==> run_1/clock_nets.png <==
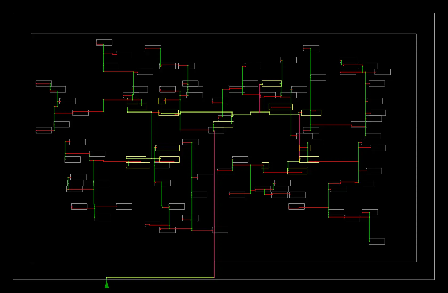
==> run_1/closeup.png <==
Region (132, 16) to (162, 46) µm. Cells in gray, sequential cells in the stronger gray; small squares are vias.
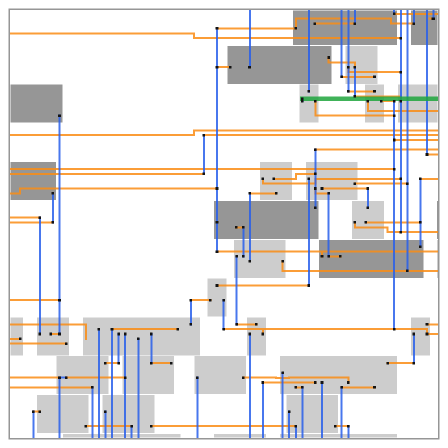
==> run_1/clock_wires.png <==
The bar under the picture is 50 µm long.
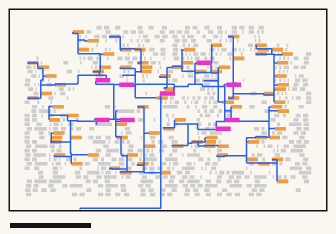
==> run_1/sizing.png <==
The bar under the picture is 50 µm long.
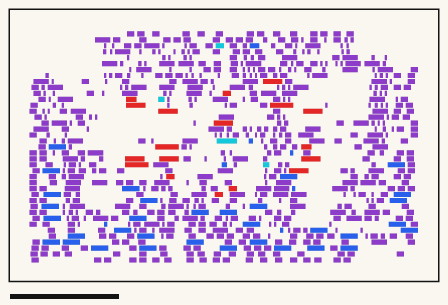
## src/rtl/busdec_ctrl_pkg.sv

```systemverilog
// busdec_ctrl_pkg: shared definitions for the registered bus chip-select
// decoder (bus widths, active-low select levels, controller state encoding).
// Optional feature macro: BUSDEC_TIMEOUT_EN (adds the TERR state).
package busdec_ctrl_pkg;

    // Active-low select/strobe levels inherited from the original header.
    localparam logic ENABLE_  = 1'b0;
    localparam logic DISABLE_ = 1'b1;

    localparam int unsigned BUS_ADDR_WIDTH = 30;
    localparam int unsigned BUS_DATA_WIDTH = 32;

    typedef enum logic [2:0] {
        IDLE   = 3'd0,
        ACCESS = 3'd1,
        RESP   = 3'd2,
        ERR    = 3'd3
`ifdef BUSDEC_TIMEOUT_EN
        ,
        TERR   = 3'd4
`endif
    } busdec_state_e;

endpackage

```

## src/rtl/busdec_ctrl_if.sv

```systemverilog
// busdec_ctrl_if: master-side and slave-side bus signals of busdec_ctrl.
//   m_as_/m_rw/m_addr/m_wr_data        : transaction request from the core
//   m_rd_data/m_rdy_/m_err             : completion returned to the core
//   s_cs_/s_as_/s_rw/s_addr/s_wr_data  : access driven to the slaves
//   s_rdy_/s_rd_data                   : per-slave ready and read data
// Modport slave is the controller's view; modport master is the view of the
// core plus the attached slaves.
interface busdec_ctrl_if #(
    parameter int unsigned ADDR_W    = 30,
    parameter int unsigned DATA_W    = 32,
    parameter int unsigned NUM_SLV   = 4,
    parameter int unsigned PAGE_BITS = 8
);
    logic                        m_as_;
    logic                        m_rw;
    logic [ADDR_W-1:0]           m_addr;
    logic [DATA_W-1:0]           m_wr_data;
    logic [DATA_W-1:0]           m_rd_data;
    logic                        m_rdy_;
    logic                        m_err;
    logic [NUM_SLV-1:0]          s_cs_;
    logic                        s_as_;
    logic                        s_rw;
    logic [PAGE_BITS-1:0]        s_addr;
    logic [DATA_W-1:0]           s_wr_data;
    logic [NUM_SLV-1:0]          s_rdy_;
    logic [NUM_SLV*DATA_W-1:0]   s_rd_data;

    modport slave (
        input  m_as_, m_rw, m_addr, m_wr_data, s_rdy_, s_rd_data,
        output m_rd_data, m_rdy_, m_err, s_cs_, s_as_, s_rw, s_addr, s_wr_data
    );

    modport master (
        output m_as_, m_rw, m_addr, m_wr_data, s_rdy_, s_rd_data,
        input  m_rd_data, m_rdy_, m_err, s_cs_, s_as_, s_rw, s_addr, s_wr_data
    );
endinterface

```

## src/rtl/busdec_ctrl_tmr.sv

```systemverilog
// busdec_tmr: access timeout counter for busdec_ctrl.
//   clk, rst : clock, synchronous active-high reset
//   clr      : return count to zero (has priority over en)
//   en       : advance count by one
//   expired  : count has reached TMO_CYC-1
module busdec_tmr #(
    parameter int unsigned TMO_CYC = 15
) (
    input  logic clk,
    input  logic rst,
    input  logic clr,
    input  logic en,
    output logic expired
);
    localparam int unsigned CW = $clog2(TMO_CYC + 1);

    logic [CW-1:0] cnt;

    always_ff @(posedge clk) begin
        if (rst || clr) begin
            cnt <= '0;
        end else if (en) begin
            cnt <= cnt + 1'b1;
        end
    end

    assign expired = (cnt == CW'(TMO_CYC - 1));
endmodule

```

## src/rtl/busdec_ctrl.sv

```systemverilog
// busdec_ctrl: registered, handshaked bus chip-select decoder. Accepts one
// master transaction, selects slave addr[ADDR_W-1:PAGE_BITS], drives its
// active-low chip select until the slave's active-low ready, then returns
// read data with a one-cycle m_rdy_ pulse. Unmapped addresses (and, with
// BUSDEC_TIMEOUT_EN defined, slaves silent for TMO_CYC cycles) end in an
// m_err pulse alongside m_rdy_.
//   clk, rst : clock, synchronous active-high reset
//   bus      : busdec_ctrl_if.slave (master request/response, slave access)
module busdec_ctrl
    import busdec_ctrl_pkg::*;
#(
    parameter int unsigned ADDR_W    = BUS_ADDR_WIDTH,
    parameter int unsigned DATA_W    = BUS_DATA_WIDTH,
    parameter int unsigned NUM_SLV   = 4,
    parameter int unsigned PAGE_BITS = 8,
    parameter int unsigned TMO_CYC   = 15
) (
    input  logic         clk,
    input  logic         rst,
    busdec_ctrl_if.slave bus
);
    localparam int unsigned IW = ADDR_W - PAGE_BITS;
    localparam int unsigned SW = (NUM_SLV > 1) ? $clog2(NUM_SLV) : 1;

    if (NUM_SLV < 1 || NUM_SLV > 16) begin : g_bad_num_slv
        $error("busdec_ctrl: NUM_SLV out of range");
    end
    if (TMO_CYC < 1 || TMO_CYC > 255) begin : g_bad_tmo
        $error("busdec_ctrl: TMO_CYC out of range");
    end

    busdec_state_e        state_q, state_nx;
    logic [SW-1:0]        idx_q, idx_nx;
    logic [NUM_SLV-1:0]   cs_q, cs_nx;
    logic                 as_q, as_nx;
    logic                 rdy_q, rdy_nx;
    logic                 err_q, err_nx;
    logic [DATA_W-1:0]    rd_q, rd_nx;
    logic                 rw_q, rw_nx;
    logic [PAGE_BITS-1:0] addr_q, addr_nx;
    logic [DATA_W-1:0]    wd_q, wd_nx;
    logic [IW-1:0]        page_idx;

    assign page_idx = bus.m_addr[ADDR_W-1:PAGE_BITS];

`ifdef BUSDEC_TIMEOUT_EN
    logic tmr_expired;

    busdec_tmr #(.TMO_CYC(TMO_CYC)) u_tmr (
        .clk     (clk),
        .rst     (rst),
        .clr     (state_q != ACCESS),
        .en      (state_q == ACCESS),
        .expired (tmr_expired)
    );
`endif

    // Outputs are registered, so the next-state logic also computes the
    // output values that belong to the state being entered.
    always_comb begin
        state_nx = state_q;
        idx_nx   = idx_q;
        cs_nx    = {NUM_SLV{DISABLE_}};
        as_nx    = DISABLE_;
        rdy_nx   = DISABLE_;
        err_nx   = 1'b0;
        rd_nx    = rd_q;
        rw_nx    = rw_q;
        addr_nx  = addr_q;
        wd_nx    = wd_q;

        case (state_q)
            IDLE: begin
                if (bus.m_as_ == ENABLE_) begin
                    rw_nx   = bus.m_rw;
                    addr_nx = bus.m_addr[PAGE_BITS-1:0];
                    wd_nx   = bus.m_wr_data;
                    if (page_idx < IW'(NUM_SLV)) begin
                        idx_nx           = page_idx[SW-1:0];
                        state_nx         = ACCESS;
                        cs_nx[idx_nx]    = ENABLE_;
                        as_nx            = ENABLE_;
                    end else begin
                        state_nx = ERR;
                        rdy_nx   = ENABLE_;
                        err_nx   = 1'b1;
                        rd_nx    = '0;
                    end
                end
            end
            ACCESS: begin
                if (bus.s_rdy_[idx_q] == ENABLE_) begin
                    state_nx = RESP;
                    rdy_nx   = ENABLE_;
                    rd_nx    = rw_q ? bus.s_rd_data[int'(idx_q) * DATA_W +: DATA_W] : '0;
`ifdef BUSDEC_TIMEOUT_EN
                end else if (tmr_expired) begin
                    state_nx = TERR;
                    rdy_nx   = ENABLE_;
                    err_nx   = 1'b1;
                    rd_nx    = '0;
`endif
                end else begin
                    cs_nx[idx_q] = ENABLE_;
                    as_nx        = ENABLE_;
                end
            end
            default: begin
                state_nx = IDLE;
            end
        endcase
    end

    always_ff @(posedge clk) begin
        if (rst) begin
            state_q <= IDLE;
            idx_q   <= '0;
            cs_q    <= {NUM_SLV{DISABLE_}};
            as_q    <= DISABLE_;
            rdy_q   <= DISABLE_;
            err_q   <= 1'b0;
            rd_q    <= '0;
            rw_q    <= 1'b1;
            addr_q  <= '0;
            wd_q    <= '0;
        end else begin
            state_q <= state_nx;
            idx_q   <= idx_nx;
            cs_q    <= cs_nx;
            as_q    <= as_nx;
            rdy_q   <= rdy_nx;
            err_q   <= err_nx;
            rd_q    <= rd_nx;
            rw_q    <= rw_nx;
            addr_q  <= addr_nx;
            wd_q    <= wd_nx;
        end
    end

    assign bus.s_cs_     = cs_q;
    assign bus.s_as_     = as_q;
    assign bus.m_rdy_    = rdy_q;
    assign bus.m_err     = err_q;
    assign bus.m_rd_data = rd_q;
    assign bus.s_rw      = rw_q;
    assign bus.s_addr    = addr_q;
    assign bus.s_wr_data = wd_q;
endmodule

```

## src/flat_wrapper.sv

```systemverilog
// flat-port wrapper written by rule: the top's interface ports become plain ports
module busdec_ctrl_flat import busdec_ctrl_pkg::*;
#(
    parameter int unsigned ADDR_W    = BUS_ADDR_WIDTH,
    parameter int unsigned DATA_W    = BUS_DATA_WIDTH,
    parameter int unsigned NUM_SLV   = 4,
    parameter int unsigned PAGE_BITS = 8,
    parameter int unsigned TMO_CYC   = 15
)
  (clk, rst, bus_m_as_, bus_m_rw, bus_m_addr, bus_m_wr_data, bus_s_rdy_, bus_s_rd_data, bus_m_rd_data, bus_m_rdy_, bus_m_err, bus_s_cs_, bus_s_as_, bus_s_rw, bus_s_addr, bus_s_wr_data);
  busdec_ctrl_if #(.ADDR_W(ADDR_W), .DATA_W(DATA_W), .NUM_SLV(NUM_SLV), .PAGE_BITS(PAGE_BITS)) bus_i ();
  input  logic clk;
  input  logic rst;
  input wire logic [$bits(bus_i.m_as_)-1:0] bus_m_as_;
  input wire logic [$bits(bus_i.m_rw)-1:0] bus_m_rw;
  input wire logic [$bits(bus_i.m_addr)-1:0] bus_m_addr;
  input wire logic [$bits(bus_i.m_wr_data)-1:0] bus_m_wr_data;
  input wire logic [$bits(bus_i.s_rdy_)-1:0] bus_s_rdy_;
  input wire logic [$bits(bus_i.s_rd_data)-1:0] bus_s_rd_data;
  output wire logic [$bits(bus_i.m_rd_data)-1:0] bus_m_rd_data;
  output wire logic [$bits(bus_i.m_rdy_)-1:0] bus_m_rdy_;
  output wire logic [$bits(bus_i.m_err)-1:0] bus_m_err;
  output wire logic [$bits(bus_i.s_cs_)-1:0] bus_s_cs_;
  output wire logic [$bits(bus_i.s_as_)-1:0] bus_s_as_;
  output wire logic [$bits(bus_i.s_rw)-1:0] bus_s_rw;
  output wire logic [$bits(bus_i.s_addr)-1:0] bus_s_addr;
  output wire logic [$bits(bus_i.s_wr_data)-1:0] bus_s_wr_data;
  assign bus_i.m_as_ = bus_m_as_;
  assign bus_i.m_rw = bus_m_rw;
  assign bus_i.m_addr = bus_m_addr;
  assign bus_i.m_wr_data = bus_m_wr_data;
  assign bus_i.s_rdy_ = bus_s_rdy_;
  assign bus_i.s_rd_data = bus_s_rd_data;
  assign bus_m_rd_data = bus_i.m_rd_data;
  assign bus_m_rdy_ = bus_i.m_rdy_;
  assign bus_m_err = bus_i.m_err;
  assign bus_s_cs_ = bus_i.s_cs_;
  assign bus_s_as_ = bus_i.s_as_;
  assign bus_s_rw = bus_i.s_rw;
  assign bus_s_addr = bus_i.s_addr;
  assign bus_s_wr_data = bus_i.s_wr_data;
  busdec_ctrl #(.ADDR_W(ADDR_W), .DATA_W(DATA_W), .NUM_SLV(NUM_SLV), .PAGE_BITS(PAGE_BITS), .TMO_CYC(TMO_CYC)) u_core (.clk(clk), .rst(rst), .bus(bus_i));
endmodule
```

## config.mk

```make
export PLATFORM = sky130hd
export DESIGN_NAME = busdec_ctrl_flat
export DESIGN_NICKNAME = d
export VERILOG_FILES = /design/src/rtl/busdec_ctrl_pkg.sv /design/src/rtl/busdec_ctrl_if.sv /design/src/rtl/busdec_ctrl_tmr.sv /design/src/rtl/busdec_ctrl.sv /design/src/flat_wrapper.sv
export SDC_FILE = /design/constraint.sdc
export NUM_CORES = 1
export LEC_CHECK = 0
export CELL_PAD_IN_SITES_DETAIL_PLACEMENT = 1
export CELL_PAD_IN_SITES_GLOBAL_PLACEMENT = 2
export CORE_ASPECT_RATIO = 0.6
export CORE_MARGIN = 8
export CORE_UTILIZATION = 21
export DETAILED_ROUTE_END_ITERATION = 12
export GPL_TIMING_DRIVEN = 0
export PLACE_DENSITY = 0.86
export SYNTH_ARGS = -nofsm -noshare
export SYNTH_HDL_FRONTEND = slang
export SYNTH_HIERARCHICAL = 1
export SYNTH_SLANG_ARGS = --single-unit
```

## constraint.sdc

```tcl
create_clock -name clk -period 4.1 [get_ports clk]
set_clock_uncertainty 0.1 [all_clocks]
set_input_delay 0.82 -clock clk [delete_from_list [all_inputs] [get_ports clk]]
set_output_delay 0.82 -clock clk [all_outputs]
set_load 0.01 [all_outputs]
```

==> flow_metrics.env, run 1 <==
# implementation run metrics
export IMPL_comb_share=0.296
export IMPL_mux_share=0.266
export IMPL_topCombFamilyByArea="multiplexers"
export IMPL_ctsHoldBuffers=0
export IMPL_fin_ws_ps=1200
export IMPL_syn_inst=418
export IMPL_drv_cap=0
export IMPL_io_pins=278
export IMPL_p_comb_frac=0.218
export IMPL_cts_root_buf="clkbuf_16"
export IMPL_power_uw=2390
export IMPL_holdWs_ps=354
export IMPL_clk_pin_slew_ps=60
export IMPL_drtPass1Iterations=4
export IMPL_power_leader="the clock network"
export IMPL_die_height_um=124
export IMPL_use_met3=0.0534
export IMPL_syn_area_per_cell_um2=9.73
export IMPL_logic_area_um2=2220
export IMPL_diodes=0
export IMPL_highest_layer="met5"
export IMPL_status="completed"
export IMPL_r2r_setup_slack_ps=1890
export IMPL_worstPathMaxFanout=10
## Picture notes: clock_nets.png
layout clock buffer count: 11
Sink Count: 84
FFs & Latches: 84
CTS Buf Count: 9
Power Clock: 981 µW

## Picture notes: closeup.png
Key: M2 = blue; M1 = orange; M3 = green
Sequential cells in the window: 5. Netlist names of flops here include `u_core/bus.m_rd_data` (5). 25 logic cells have their middle in the window. Most frequent: clkdlybuf4s50_1 (7), nand2_1 (5), dfxtp_1 (5).

## Picture notes: clock_wires.png
Key: clock-net drivers = magenta [count 9]; clock wires = blue [length 1330 µm]; flip-flops = orange [count 84]
There are 10 routed clock nets.

## Picture notes: sizing.png
Key: x2 = blue [cells 40, share 5.6%, most used mux4_2]; x3 and x4 = cyan [cells 4, share 0.56%, most used clkinv_4]; x1 and smaller = purple [cells 648, share 91%, most used clkdlybuf4s50_1]; x6 and larger = red [cells 18, share 2.5%, most used clkbuf_16]

==> run_1/ff_map.png <==
The bar under the picture is 50 µm long. Other sequential cells in the stronger gray, the rest of the logic in the fainter gray.
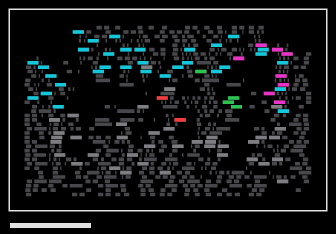

==> run 2: changes to the inputs <==
Settings changed: CORE_UTILIZATION 21 to 19, PLACE_DENSITY 0.86 to 0.79.
Clock period 4.1 ns to 2.83 ns, I/O delays scaled along.
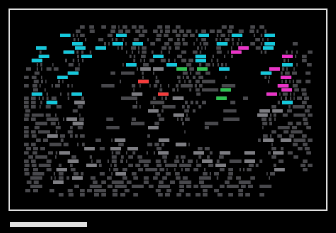
(run_2/ff_map.png)
The bar under the picture is 50 µm long. Other sequential cells in the stronger gray, the rest of the logic in the fainter gray.
Key: `u_core/bus.s_cs_` = green [sequential cells 4]; `u_core/bus.s_addr` = magenta [sequential cells 8]; `u_core/state_q` = red [sequential cells 2]; `u_core/bus.s_wr_data` = cyan [sequential cells 32]
Another 38 sequential cells are not colored.

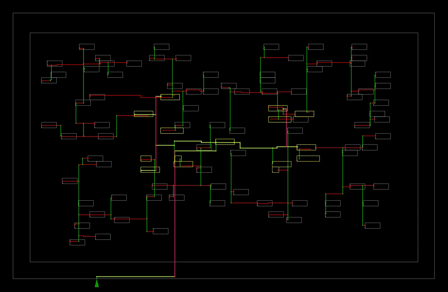
(run_2/clock_nets.png)
Power Clock: 1400 µW
layout clock buffer count: 10
clk ins delay skew pair: 330 ps

==> flow_metrics.env, run 2 <==
# implementation run metrics
export IMPL_syn_area_per_cell_um2=9.73
export IMPL_cts_root_buf="clkbuf_16"
export IMPL_fin_ws_ps=217
export IMPL_clock_sinks=84
export IMPL_ctsHoldBuffers=0
export IMPL_status="completed"
export IMPL_logic_area_um2=2220
export IMPL_worstPathMaxFanout=10
export IMPL_power_leader="the clock network"
export IMPL_power_uw=3440
export IMPL_r2r_setup_slack_ps=630
export IMPL_diodes=0
export IMPL_clk_pin_slew_ps=60
export IMPL_highest_layer="met5"
export IMPL_use_met3=0.0523
export IMPL_drv_cap=0
export IMPL_syn_inst=418
export IMPL_drtPass1Iterations=4
export IMPL_cts_made_buffers=9
export IMPL_mux_share=0.266
export IMPL_io_pins=278
export IMPL_holdWs_ps=359
export IMPL_seq_cell_count=84
export IMPL_p_comb_frac=0.220
Power is estimated from default activity; no workload was simulated.
